<file path="config.mk">
export PLATFORM = sky130hd
export DESIGN_NAME = cpu_wb_bridge
export DESIGN_NICKNAME = d
export VERILOG_FILES = /design/src/rtl/cpu_wb_bridge_pkg.sv /design/src/rtl/cpu_wb_bridge_sync_fifo4.sv /design/src/rtl/cpu_wb_bridge.sv
export SDC_FILE = /design/constraint.sdc
export NUM_CORES = 1
export LEC_CHECK = 0
export CAP_MARGIN = 20
export CORE_MARGIN = 2
export CORE_UTILIZATION = 46
export DETAILED_ROUTE_END_ITERATION = 7
export PLACE_DENSITY = 0.67
export SYNTH_ARGS = -nofsm -noshare
export SYNTH_HDL_FRONTEND = slang
export SYNTH_HIERARCHICAL = 1
export SYNTH_SLANG_ARGS = --single-unit
export TNS_END_PERCENT = 10
</file>
<file path="constraint.sdc">
create_clock -name clk_i -period 4.25 [get_ports clk_i]
set_input_delay 0.425 -clock clk_i [delete_from_list [all_inputs] [get_ports clk_i]]
set_output_delay 0.425 -clock clk_i [all_outputs]
set_load 0.005 [all_outputs]
</file>
<file path="src/rtl/cpu_wb_bridge_pkg.sv">
// cpu_wb_bridge_pkg: shared types and constants for the CPU-to-Wishbone bridge.
//   state_e     - bridge FSM encoding (idle, read burst, write burst)
//   LEN_SINGLE  - request length code for a single longword
//   LEN_LINE    - request length code for a 4-longword line burst
//   ERR_FILL    - read data substituted for a beat that ended in error/timeout
//   beat_addr() - word address of a beat, wrapping inside the 16-byte line
package cpu_wb_bridge_pkg;

   typedef enum logic [1:0] {
      StIdle = 2'd0,
      StRd   = 2'd1,
      StWr   = 2'd2
   } state_e;

   localparam logic [2:0]  LEN_SINGLE = 3'd1;
   localparam logic [2:0]  LEN_LINE   = 3'd4;
   localparam logic [31:0] ERR_FILL   = 32'hFFFF_FFFF;

   // Line bursts keep the line base and wrap the low word index.
   function automatic logic [29:0] beat_addr(input logic [29:0] base,
                                             input logic        line,
                                             input logic [1:0]  idx);
      logic [1:0] low;
      low = base[1:0] + idx;
      return line ? {base[29:2], low} : base;
   endfunction

endpackage

</file>
<file path="src/rtl/cpu_wb_bridge_sync_fifo4.sv">
// sync_fifo4: 4-entry, 32-bit synchronous FIFO with simultaneous push/pop.
//   clk_i, rst_i - clock, synchronous active-high reset (flushes contents)
//   push_i       - write data_i; ignored when full unless popping the same cycle
//   data_i       - data to push
//   pop_i        - discard the head; ignored when empty
//   data_o       - current head (0 when empty after reset)
//   count_o      - number of stored entries, 0..4
module sync_fifo4 (
   input  logic        clk_i,
   input  logic        rst_i,
   input  logic        push_i,
   input  logic [31:0] data_i,
   input  logic        pop_i,
   output logic [31:0] data_o,
   output logic [2:0]  count_o
);

   logic [31:0] mem_q [4];
   logic [31:0] mem_d [4];
   logic [1:0]  wr_ptr_q, wr_ptr_d;
   logic [1:0]  rd_ptr_q, rd_ptr_d;
   logic [2:0]  count_q, count_d;
   logic        do_push, do_pop;

   always_comb begin
      mem_d    = mem_q;
      wr_ptr_d = wr_ptr_q;
      rd_ptr_d = rd_ptr_q;
      do_pop   = pop_i && (count_q != 3'd0);
      // A full FIFO can still take a push when the head leaves in the same cycle.
      do_push  = push_i && ((count_q != 3'd4) || do_pop);
      if (do_push) begin
         mem_d[wr_ptr_q] = data_i;
         wr_ptr_d        = wr_ptr_q + 2'd1;
      end
      if (do_pop) begin
         rd_ptr_d = rd_ptr_q + 2'd1;
      end
      count_d = count_q + {2'b00, do_push} - {2'b00, do_pop};
   end

   always_ff @(posedge clk_i) begin
      if (rst_i) begin
         mem_q    <= '{default: '0};
         wr_ptr_q <= '0;
         rd_ptr_q <= '0;
         count_q  <= '0;
      end else begin
         mem_q    <= mem_d;
         wr_ptr_q <= wr_ptr_d;
         rd_ptr_q <= rd_ptr_d;
         count_q  <= count_d;
      end
   end

   assign data_o  = mem_q[rd_ptr_q];
   assign count_o = count_q;

endmodule

</file>
<file path="src/rtl/cpu_wb_bridge.sv">
// cpu_wb_bridge: turns the 68040 bus-interface request/data stream into Wishbone B3
// classic master cycles. One request can be pending behind the active one; write and
// read data are buffered in 4-deep FIFOs; every beat has an acknowledge timeout.
//   clk_i, rst_i        - clock, synchronous active-high reset
//   req_*               - request pulse and attributes (len 1 or 4, mask, addr, we)
//   req_ready           - write FIFO and pending slot both empty
//   write_valid/_data   - write longword pulse, no backpressure
//   read_valid/_data    - read FIFO head; read_ack pops it
//   wb_*                - Wishbone classic master port
//   bus_err_o           - sticky: a beat ended in wb_err_i or timeout
//   proto_err_o         - sticky: request overrun or write FIFO overflow
module cpu_wb_bridge
   import cpu_wb_bridge_pkg::*;
#(
   parameter int unsigned TIMEOUT    = 255,
   parameter int unsigned LINE_WORDS = 4
) (
   input  logic        clk_i,
   input  logic        rst_i,
   input  logic        req_valid,
   output logic        req_ready,
   input  logic [2:0]  req_len,
   input  logic [3:0]  req_mask,
   input  logic [31:0] req_addr,
   input  logic        req_we,
   input  logic        write_valid,
   input  logic [31:0] write_data,
   output logic        read_valid,
   output logic [31:0] read_data,
   input  logic        read_ack,
   output logic [29:0] wb_adr_o,
   output logic [31:0] wb_dat_o,
   input  logic [31:0] wb_dat_i,
   output logic [3:0]  wb_sel_o,
   output logic        wb_we_o,
   output logic        wb_cyc_o,
   output logic        wb_stb_o,
   input  logic        wb_ack_i,
   input  logic        wb_err_i,
   output logic        bus_err_o,
   output logic        proto_err_o
);

   localparam logic [7:0] TmoLimit  = 8'(TIMEOUT);
   localparam logic [2:0] LineBeats = 3'(LINE_WORDS);

   state_e      state_q, state_d;

   // Pending request slot
   logic        pend_q, pend_d;
   logic        pend_line_q, pend_line_d;
   logic [3:0]  pend_mask_q, pend_mask_d;
   logic [29:0] pend_addr_q, pend_addr_d;
   logic        pend_we_q, pend_we_d;

   // Active request
   logic        act_line_q, act_line_d;
   logic [3:0]  act_mask_q, act_mask_d;
   logic [29:0] act_addr_q, act_addr_d;
   logic [2:0]  beats_left_q, beats_left_d;
   logic [1:0]  beat_idx_q, beat_idx_d;
   logic [7:0]  tmo_cnt_q, tmo_cnt_d;

   // Registered bus outputs
   logic        cyc_q, cyc_d;
   logic        stb_q, stb_d;
   logic [29:0] adr_q, adr_d;
   logic [31:0] dat_q, dat_d;
   logic [3:0]  sel_q, sel_d;
   logic        we_q, we_d;
   logic        bus_err_q, bus_err_d;
   logic        proto_err_q, proto_err_d;

   // FIFO interfaces
   logic        wf_push, wf_pop;
   logic [31:0] wf_head;
   logic [2:0]  wf_count;
   logic        rf_push, rf_pop;
   logic [31:0] rf_push_data;
   logic [31:0] rf_head;
   logic [2:0]  rf_count;

   logic        beat_term;
   logic        can_start;
   logic        unused_addr_lsb;

   assign unused_addr_lsb = ^req_addr[1:0];

   assign wf_push = write_valid && (wf_count != 3'd4);
   assign rf_pop  = read_ack && (rf_count != 3'd0);

   // ack/err are only meaningful while stb is high; the timeout is checked last.
   assign beat_term = stb_q && (wb_ack_i || wb_err_i || (tmo_cnt_q == TmoLimit));

   // Reads wait for read FIFO room so no returned word is ever lost.
   assign can_start = (state_q == StRd) ? (rf_count != 3'd4) : (wf_count != 3'd0);

   always_comb begin
      state_d      = state_q;
      pend_d       = pend_q;
      pend_line_d  = pend_line_q;
      pend_mask_d  = pend_mask_q;
      pend_addr_d  = pend_addr_q;
      pend_we_d    = pend_we_q;
      act_line_d   = act_line_q;
      act_mask_d   = act_mask_q;
      act_addr_d   = act_addr_q;
      beats_left_d = beats_left_q;
      beat_idx_d   = beat_idx_q;
      tmo_cnt_d    = tmo_cnt_q;
      cyc_d        = cyc_q;
      stb_d        = stb_q;
      adr_d        = adr_q;
      dat_d        = dat_q;
      sel_d        = sel_q;
      we_d         = we_q;
      bus_err_d    = bus_err_q;
      proto_err_d  = proto_err_q;
      rf_push      = 1'b0;
      rf_push_data = wb_dat_i;
      wf_pop       = 1'b0;

      unique case (state_q)
         StIdle: begin
            if (pend_q) begin
               act_line_d   = pend_line_q;
               act_mask_d   = pend_mask_q;
               act_addr_d   = pend_addr_q;
               beats_left_d = pend_line_q ? LineBeats : LEN_SINGLE;
               beat_idx_d   = 2'd0;
               pend_d       = 1'b0;
               state_d      = pend_we_q ? StWr : StRd;
            end
         end
         StRd, StWr: begin
            if (stb_q) begin
               if (beat_term) begin
                  stb_d        = 1'b0;
                  beats_left_d = beats_left_q - 3'd1;
                  beat_idx_d   = beat_idx_q + 2'd1;
                  if (state_q == StRd) begin
                     rf_push      = 1'b1;
                     rf_push_data = wb_ack_i ? wb_dat_i : ERR_FILL;
                  end else begin
                     wf_pop = 1'b1;
                  end
                  if (!wb_ack_i) begin
                     bus_err_d = 1'b1;
                  end
                  if (beats_left_q == 3'd1) begin
                     cyc_d   = 1'b0;
                     we_d    = 1'b0;
                     state_d = StIdle;
                  end
               end else begin
                  tmo_cnt_d = tmo_cnt_q + 8'd1;
               end
            end else if (beats_left_q != 3'd0) begin
               // cyc is held across the inter-beat gap and while waiting for write data.
               cyc_d = 1'b1;
               if (can_start) begin
                  stb_d     = 1'b1;
                  tmo_cnt_d = 8'd0;
                  adr_d     = beat_addr(act_addr_q, act_line_q, beat_idx_q);
                  sel_d     = act_line_q ? 4'hF : act_mask_q;
                  we_d      = (state_q == StWr);
                  dat_d     = (state_q == StWr) ? wf_head : 32'd0;
               end
            end
         end
         default: state_d = StIdle;
      endcase

      // A new request is accepted only into an empty slot; otherwise it is lost.
      if (req_valid) begin
         if (pend_q) begin
            proto_err_d = 1'b1;
         end else begin
            pend_d      = 1'b1;
            pend_line_d = (req_len == LEN_LINE);
            pend_mask_d = req_mask;
            pend_addr_d = req_addr[31:2];
            pend_we_d   = req_we;
         end
      end
      if (write_valid && (wf_count == 3'd4)) begin
         proto_err_d = 1'b1;
      end
   end

   always_ff @(posedge clk_i) begin
      if (rst_i) begin
         state_q      <= StIdle;
         pend_q       <= 1'b0;
         pend_line_q  <= 1'b0;
         pend_mask_q  <= '0;
         pend_addr_q  <= '0;
         pend_we_q    <= 1'b0;
         act_line_q   <= 1'b0;
         act_mask_q   <= '0;
         act_addr_q   <= '0;
         beats_left_q <= '0;
         beat_idx_q   <= '0;
         tmo_cnt_q    <= '0;
         cyc_q        <= 1'b0;
         stb_q        <= 1'b0;
         adr_q        <= '0;
         dat_q        <= '0;
         sel_q        <= '0;
         we_q         <= 1'b0;
         bus_err_q    <= 1'b0;
         proto_err_q  <= 1'b0;
      end else begin
         state_q      <= state_d;
         pend_q       <= pend_d;
         pend_line_q  <= pend_line_d;
         pend_mask_q  <= pend_mask_d;
         pend_addr_q  <= pend_addr_d;
         pend_we_q    <= pend_we_d;
         act_line_q   <= act_line_d;
         act_mask_q   <= act_mask_d;
         act_addr_q   <= act_addr_d;
         beats_left_q <= beats_left_d;
         beat_idx_q   <= beat_idx_d;
         tmo_cnt_q    <= tmo_cnt_d;
         cyc_q        <= cyc_d;
         stb_q        <= stb_d;
         adr_q        <= adr_d;
         dat_q        <= dat_d;
         sel_q        <= sel_d;
         we_q         <= we_d;
         bus_err_q    <= bus_err_d;
         proto_err_q  <= proto_err_d;
      end
   end

   sync_fifo4 u_wr_fifo (
      .clk_i   (clk_i),
      .rst_i   (rst_i),
      .push_i  (wf_push),
      .data_i  (write_data),
      .pop_i   (wf_pop),
      .data_o  (wf_head),
      .count_o (wf_count)
   );

   sync_fifo4 u_rd_fifo (
      .clk_i   (clk_i),
      .rst_i   (rst_i),
      .push_i  (rf_push),
      .data_i  (rf_push_data),
      .pop_i   (rf_pop),
      .data_o  (rf_head),
      .count_o (rf_count)
   );

   assign req_ready   = (wf_count == 3'd0) && !pend_q;
   assign read_valid  = (rf_count != 3'd0);
   assign read_data   = rf_head;
   assign wb_adr_o    = adr_q;
   assign wb_dat_o    = dat_q;
   assign wb_sel_o    = sel_q;
   assign wb_we_o     = we_q;
   assign wb_cyc_o    = cyc_q;
   assign wb_stb_o    = stb_q;
   assign bus_err_o   = bus_err_q;
   assign proto_err_o = proto_err_q;

endmodule

</file>
Fig. 1: signal wires on met3
(2 px per um)
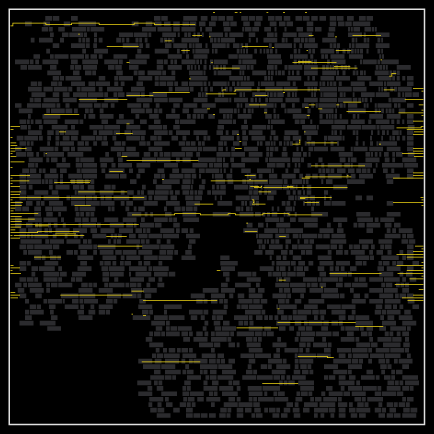
longest straight run	66.5 um
share of all routed wire	3.9%
routed via count: 13,900
WL final: 45,500 um
met3 GRT Util: 3.28%

Fig. 2: clock wiring as the flow saved it
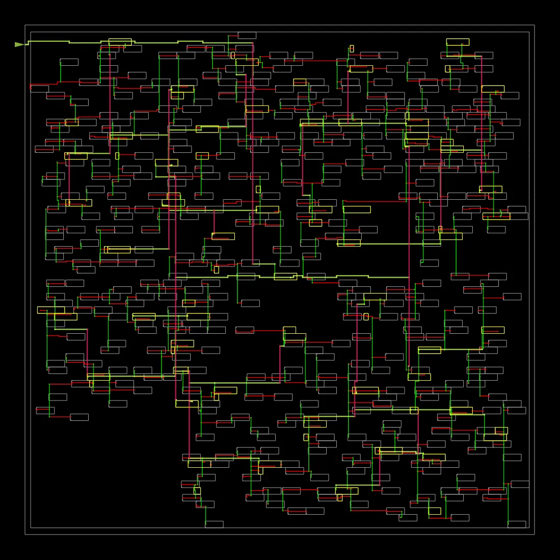
Seq Cell Count: 428
Latency at later pin: 0.58 ns

==> results_dict.tcl <==
# flow metrics
set metrics [dict create \
    tightest_slew_ns 1.08 \
    ys_cells 1886 \
    min_to "pend_we_q" \
    rows 74 \
    cts_max_path_buffers 3 \
    largest_area_cell "dfxtp_1" \
    cts.htree.levels 2 \
    setup_viol 0 \
    grt_pass1_vias 14200 \
    drcViolationCount 0 \
    critPathTopFamily "simple AND/OR/NAND/NOR gates" \
    worstHoldStart "req_we" \
    drive_gt1_share_pct 10.1 \
    critPathMostFrequentCell "ha_1" \
    grt_pass1_wl_um 72900 \
    area_growth_pct 21.3 \
    ys_sh_aoi_pct 7.84 \
    dp_cells 2505 \
    cts_sinks 428 \
    crit_arrival_ns 3.90 \
    max_freq_mhz 287 \
    crit_path_top_delay_cell "or4b_4" \
    cts.clk_slew.worst_paths_ns 0.06 \
    hold_depth 3 \
    fp_nets 2019 \
    worst_path_largest_cell_delay_ns 0.63 \
    fp_util_pct 46.5 \
    die_h_um 207 \
    postRouteAntennaNets 0 \
    io_pins 216 \
    fa_ha_area_share_pct 1.53 \
    hold_slack_ns 0.398 \
    path_max_fanout 9 \
    nNetsFinal 2155 \
    grt_max_degree 197 \
    hp-class "in -> reg" \
    fin_crit_sh_pct 81.9 \
    layoutNonFillerInstCount 2590 \
    status "finished, final reports clean" \
    yosysUniqueCellTypes 63 \
    cts_resized 0 \
    muxShareOfSynthArea_pct 21.3 \
    syn-instance-count 1886 \
    cts_root_buf "clkbuf_16" \
    seqPwrFrac_pct 42.8 \
    peakVddDrop_v 0.000323 \
    swShare_pct 28.1 \
    criticalPathCategory "reg -> reg" \
    hpwl_um 28400 \
    startpoint_type "flop" \
    numCtsBuffers 47 \
]
Fig. 3: cells colored by class
(1.5 px per um)
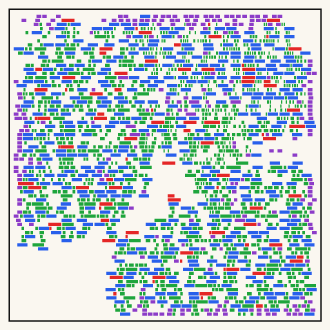
color	class	cells	share of their area
green	all other logic	1,300	44%
blue	flip-flops	428	38%
red	clock drivers and dummy loads	84	7.0%
purple	other buffers and delay cells	245	11%

## cell usage after synthesis (5+ instances only)
master and number:
dfxtp_1 428, nor2_1 26, nand4_1 33, buf_6 8
ha_1 20, inv_1 22, or2_2 7, a211oi_1 6
nand2b_1 327, nand2_1 152, o21ai_1 13, buf_1 8
nand3_1 41, a21oi_1 150, clkbuf_1 98, o21ai_0 60
buf_2 38, buf_4 5, xnor2_1 6, nor2b_1 10
mux4_2 64, or2_1 26, mux2i_1 258, a31oi_1 8
o31ai_1 5, and3_1 5
## state kept, by name (all words and copies together), names as in the netlist, 3 cells and up
register,cells
u_rd_fifo/mem_q,128
u_wr_fifo/mem_q,128
wb_dat_o,32
act_addr_q,30
pend_addr_q,30
wb_adr_o,30
tmo_cnt_q,8
act_mask_q,4
pend_mask_q,4
wb_sel_o,4
beats_left_q,3
u_rd_fifo/count_o,3
u_wr_fifo/count_o,3
## power groups by stage
stage               clock, mW  combinational (mW)  sequential (mW)
detailed placement          0                1.73             4.43
floorplan                   0                1.20             4.39
CTS                      4.18                1.73             4.34
global placement            0                1.71             4.42
finish                   4.08                1.73             4.34
global route             4.32                1.87             4.37
## per-stage QoR
| stage | area [um2] | util [%] | worst slack, ns | total power [mW] |
|---|---|---|---|---|
| detailed placement | 21400 | 52.5 | 0.403 | 6.15 |
| global placement | 21400 | 52.5 | 0.441 | 6.12 |
| finish | 23000 | 56.4 | 0.768 | 10.2 |
| floorplan | 18900 | - | 0.960 | 5.59 |
| global route | 23000 | 56.4 | 0.545 | 10.6 |
| CTS | 23000 | 56.4 | 0.784 | 10.3 |
## how the worst max path moves through the flow
| stage | from | endpoint | slack [ns] |
|---|---|---|---|
| floorplan | tmo_cnt_q[0] | u_wr_fifo/count_o[2] | 0.96 |
| global placement | wb_ack_i | u_wr_fifo/count_o[2] | 0.44 |
| detailed placement | wb_ack_i | u_wr_fifo/count_o[2] | 0.40 |
| CTS | tmo_cnt_q[0] | u_wr_fifo/count_o[2] | 0.78 |
| global route | state_q[1] | u_wr_fifo/count_o[2] | 0.54 |
| finish | tmo_cnt_q[0] | u_wr_fifo/count_o[2] | 0.77 |
## worst min-delay path: cells and delay by family
family / cells / cell delay (ns)
AND-OR/OR-AND: 1 / 0.05
AND/OR/NAND/NOR: 1 / 0.05
buffers and inverters: 1 / 0.40
## layer usage
layer,vias to the layer above,track usage (%),share of wire [%]
met5,-,0,0.029
met4,2,7.42,2.7
met3,81,3.28,3.9
met2,260,35.7,48
met1,6786,27.4,46
li1,6780,-,-
## cell type report
| class | instances | area [um2] | area share [%] |
|---|---|---|---|
| clock buffers | 69 | 1390 | 6.05 |
| clock inverters | 15 | 168 | 0.730 |
| multi-input cells | 1277 | 9620 | 41.9 |
| repair buffers | 245 | 2460 | 10.7 |
| flip-flops and latches | 428 | 8570 | 37.3 |
| well taps | 532 | 666 | 2.90 |
| inverters | 23 | 86.3 | 0.376 |
| diodes | 1 | 2.50 | 0.0109 |
No activity file was given, so power comes from the tool's default toggle rates.
